<file path="config.mk">
export PLATFORM = sky130hd
export DESIGN_NAME = btn_conditioner
export DESIGN_NICKNAME = d
export VERILOG_FILES = /design/src/rtl/btn_pkg.sv /design/src/rtl/btn_debounce_ch.sv /design/src/rtl/btn_conditioner.sv
export SDC_FILE = /design/constraint.sdc
export NUM_CORES = 1
export LEC_CHECK = 0
export CORE_MARGIN = 2
export CORE_UTILIZATION = 45
export CTS_BUF_LIST = sky130_fd_sc_hd__clkbuf_8 sky130_fd_sc_hd__clkbuf_16
export CTS_CLUSTER_SIZE = 8
export DETAILED_ROUTE_END_ITERATION = 8
export GPL_TIMING_DRIVEN = 0
export PLACE_DENSITY = 0.61
export SKIP_CTS_REPAIR_TIMING = 1
export SYNTH_ARGS = -nofsm -noshare
export SYNTH_HDL_FRONTEND = slang
export SYNTH_SLANG_ARGS = --single-unit
</file>
<file path="constraint.sdc">
create_clock -name clk_1kHz -period 5.79 [get_ports clk_1kHz]
set_clock_uncertainty 0.05 [all_clocks]
set_input_delay 1.158 -clock clk_1kHz [delete_from_list [all_inputs] [get_ports clk_1kHz]]
set_output_delay 1.158 -clock clk_1kHz [all_outputs]
set_load 0.03 [all_outputs]
</file>
<file path="src/rtl/btn_pkg.sv">
// Shared types and defaults for the push-button conditioner: debounce and arbiter
// state encodings plus the default timing constants.
package btn_pkg;

    typedef enum logic [1:0] {
        IDLE  = 2'd0,
        DEB_P = 2'd1,
        HELD  = 2'd2,
        DEB_R = 2'd3
    } deb_state_t;

    typedef enum logic [1:0] {
        A_IDLE  = 2'd0,
        A_PULSE = 2'd1,
        A_GAP   = 2'd2
    } arb_state_t;

    localparam int DEB_CYC_DEF   = 20;
    localparam int PULSE_CYC_DEF = 2;
    localparam int GAP_CYC_DEF   = 1;

    // One-hot of the highest set bit; zero when nothing is set.
    function automatic logic [7:0] hi_onehot(input logic [7:0] req);
        logic [7:0] g;
        g = '0;
        for (int unsigned i = 0; i < 8; i++) begin
            if (req[i]) g = 8'(1) << i;
        end
        return g;
    endfunction

endpackage

</file>
<file path="src/rtl/btn_debounce_ch.sv">
// One button channel: two-flop synchroniser followed by a press/release debounce FSM.
// Emits the debounced level and a single-cycle request on each accepted press.
module btn_debounce_ch
    import btn_pkg::*;
#(
    parameter int DEB_CYC = DEB_CYC_DEF
) (
    input  logic clk_1kHz,
    input  logic rst_n,
    input  logic raw,
    output logic level,
    output logic req
);

    localparam int CW = (DEB_CYC > 1) ? $clog2(DEB_CYC) : 1;
    localparam logic [CW-1:0] CNT_MAX = CW'(DEB_CYC - 1);

    logic          meta;
    logic          sync;
    deb_state_t    state;
    logic [CW-1:0] cnt;

    always_ff @(posedge clk_1kHz) begin
        if (!rst_n) begin
            meta  <= 1'b0;
            sync  <= 1'b0;
            state <= IDLE;
            cnt   <= '0;
            level <= 1'b0;
            req   <= 1'b0;
        end else begin
            meta <= raw;
            sync <= meta;
            req  <= 1'b0;
            case (state)
                IDLE: begin
                    if (sync) begin
                        state <= DEB_P;
                        cnt   <= '0;
                    end
                end
                DEB_P: begin
                    if (!sync) begin
                        state <= IDLE;
                    end else if (cnt == CNT_MAX) begin
                        state <= HELD;
                        level <= 1'b1;
                        req   <= 1'b1;
                    end else begin
                        cnt <= cnt + CW'(1);
                    end
                end
                HELD: begin
                    if (!sync) begin
                        state <= DEB_R;
                        cnt   <= '0;
                    end
                end
                DEB_R: begin
                    // A bounce back high during release is not a new press.
                    if (sync) begin
                        state <= HELD;
                    end else if (cnt == CNT_MAX) begin
                        state <= IDLE;
                        level <= 1'b0;
                    end else begin
                        cnt <= cnt + CW'(1);
                    end
                end
                default: state <= IDLE;
            endcase
        end
    end

endmodule

</file>
<file path="src/rtl/btn_conditioner.sv">
// Eight-button conditioner: per-channel debounce, pending latch and a single pulse
// arbiter that serialises presses into one-hot, fixed-width pulses (highest index first).
module btn_conditioner
    import btn_pkg::*;
#(
    parameter int DEB_CYC   = DEB_CYC_DEF,
    parameter int PULSE_CYC = PULSE_CYC_DEF,
    parameter int GAP_CYC   = GAP_CYC_DEF
) (
    input  logic       clk_1kHz,
    input  logic       rst_n,
    input  logic       sw6,
    input  logic [7:0] btn_in,
    output logic [7:0] btn_out,
    output logic [7:0] btn_level,
    output logic       busy
);

    localparam logic [7:0] PULSE_LAST = 8'(PULSE_CYC - 1);
    localparam logic [7:0] GAP_LAST   = 8'(GAP_CYC - 1);

    logic [7:0] req;
    logic [7:0] pending;
    logic [7:0] grant;
    logic [7:0] tcnt;
    logic       slot;
    arb_state_t arb;

    for (genvar n = 0; n < 8; n++) begin : g_ch
        btn_debounce_ch #(.DEB_CYC(DEB_CYC)) u_ch (
            .clk_1kHz (clk_1kHz),
            .rst_n    (rst_n),
            .raw      (btn_in[n]),
            .level    (btn_level[n]),
            .req      (req[n])
        );
    end

    // The last gap cycle doubles as an arbitration slot so back-to-back pulses
    // are separated by exactly GAP_CYC low cycles.
    always_comb begin
        slot  = (arb == A_IDLE) || ((arb == A_GAP) && (tcnt == GAP_LAST));
        grant = slot ? hi_onehot(pending) : '0;
    end

    always_ff @(posedge clk_1kHz) begin
        if (!rst_n) begin
            arb     <= A_IDLE;
            tcnt    <= '0;
            btn_out <= '0;
            pending <= '0;
        end else begin
            pending <= sw6 ? ((pending & ~grant) | req) : '0;
            case (arb)
                A_PULSE: begin
                    if (tcnt == PULSE_LAST) begin
                        btn_out <= '0;
                        arb     <= A_GAP;
                        tcnt    <= '0;
                    end else begin
                        tcnt <= tcnt + 8'd1;
                    end
                end
                A_IDLE, A_GAP: begin
                    if (|grant) begin
                        btn_out <= grant;
                        arb     <= A_PULSE;
                        tcnt    <= '0;
                    end else if (arb == A_GAP) begin
                        if (tcnt == GAP_LAST) arb <= A_IDLE;
                        else                  tcnt <= tcnt + 8'd1;
                    end
                end
                default: arb <= A_IDLE;
            endcase
        end
    end

    assign busy = (arb != A_IDLE) || (|pending);

endmodule

</file>
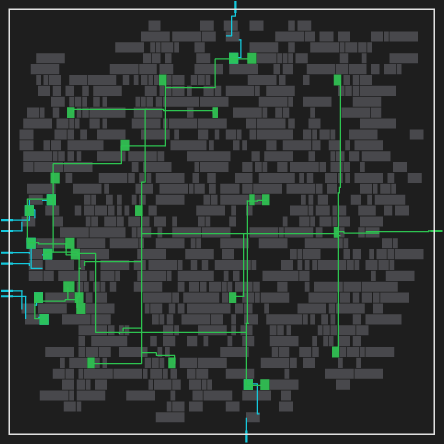
port_trees.png
Scale: 4 px per um.
Key: green = `rst_n` [direction input, end cells 29, buffers 4, wire 600 um]; cyan = `btn_in` [direction input, end cells 8, buffers 8, wire 89.8 um]
IO Pins: 28
I/O Buffers: 27

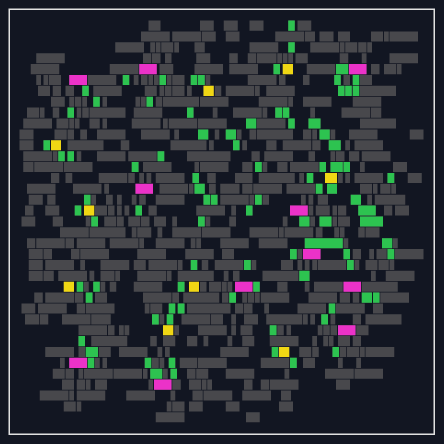
gates.png
Scale: 4 px per um.
Key: yellow = non-inverting ao/oa cells [cells 9]; magenta = fa/ha/maj cells [cells 11, where all over the die]; green = aoi and oai cells [cells 91, where all over the die]
Final Non-Filler Cells: 719
dominant logic cell type in the layout: dfxtp_1

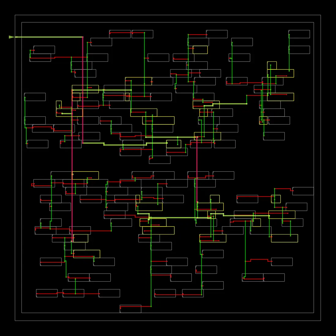
clock_nets.png
clock-net power: 0.994 mW
clock sink count: 114
CTS Buf Count: 17
clkbuf count: 19
worst skew pair latency: 0.51 ns

==> metrics.yaml <==
run_status: "complete, no violations"
p_seq_mw: 0.806
comb_area_frac: 0.391
yosys_area_sq_um: 4670
r2r-end: "pending[0]"
die_h_um: 106
via_per_inst: 5.17
hpwlAfterDp_mm: 6.52
first_pass_iters: 4
utilization: 0.559
finalCritPeriodShare: 0.598
dr.max_layer_used: "met4"
syn-instance-count: 524
final_area_sq_um: 5690
final_max_slew_viol_count: 0
routed_wirelength_mm: 9.62
yosys_warnings: 0
hold_slack_ns: 0.381
synth-compound-area-share: 0.132
path_cells: "buf_2 -> nor4_2 -> and2_1 -> nand2_1 -> clkdlybuf4s50_1"
yosysCellCount: 524
grt_pass1_wl_mm: 15.9
clock_cell_area_share: 0.102
post-place-ws_ns: 2.39
r2r_start: "tcnt[0]"
async_flop_share: 0
hold_path_class: "reg -> reg"
n_antenna_cell: 0
synth_xor_xnor_area_share: 0.0750
powerComb_mw: 0.0765
grt-ovfl-total: 0
Power figures rest on the tool's default switching activity, not on a simulated workload.
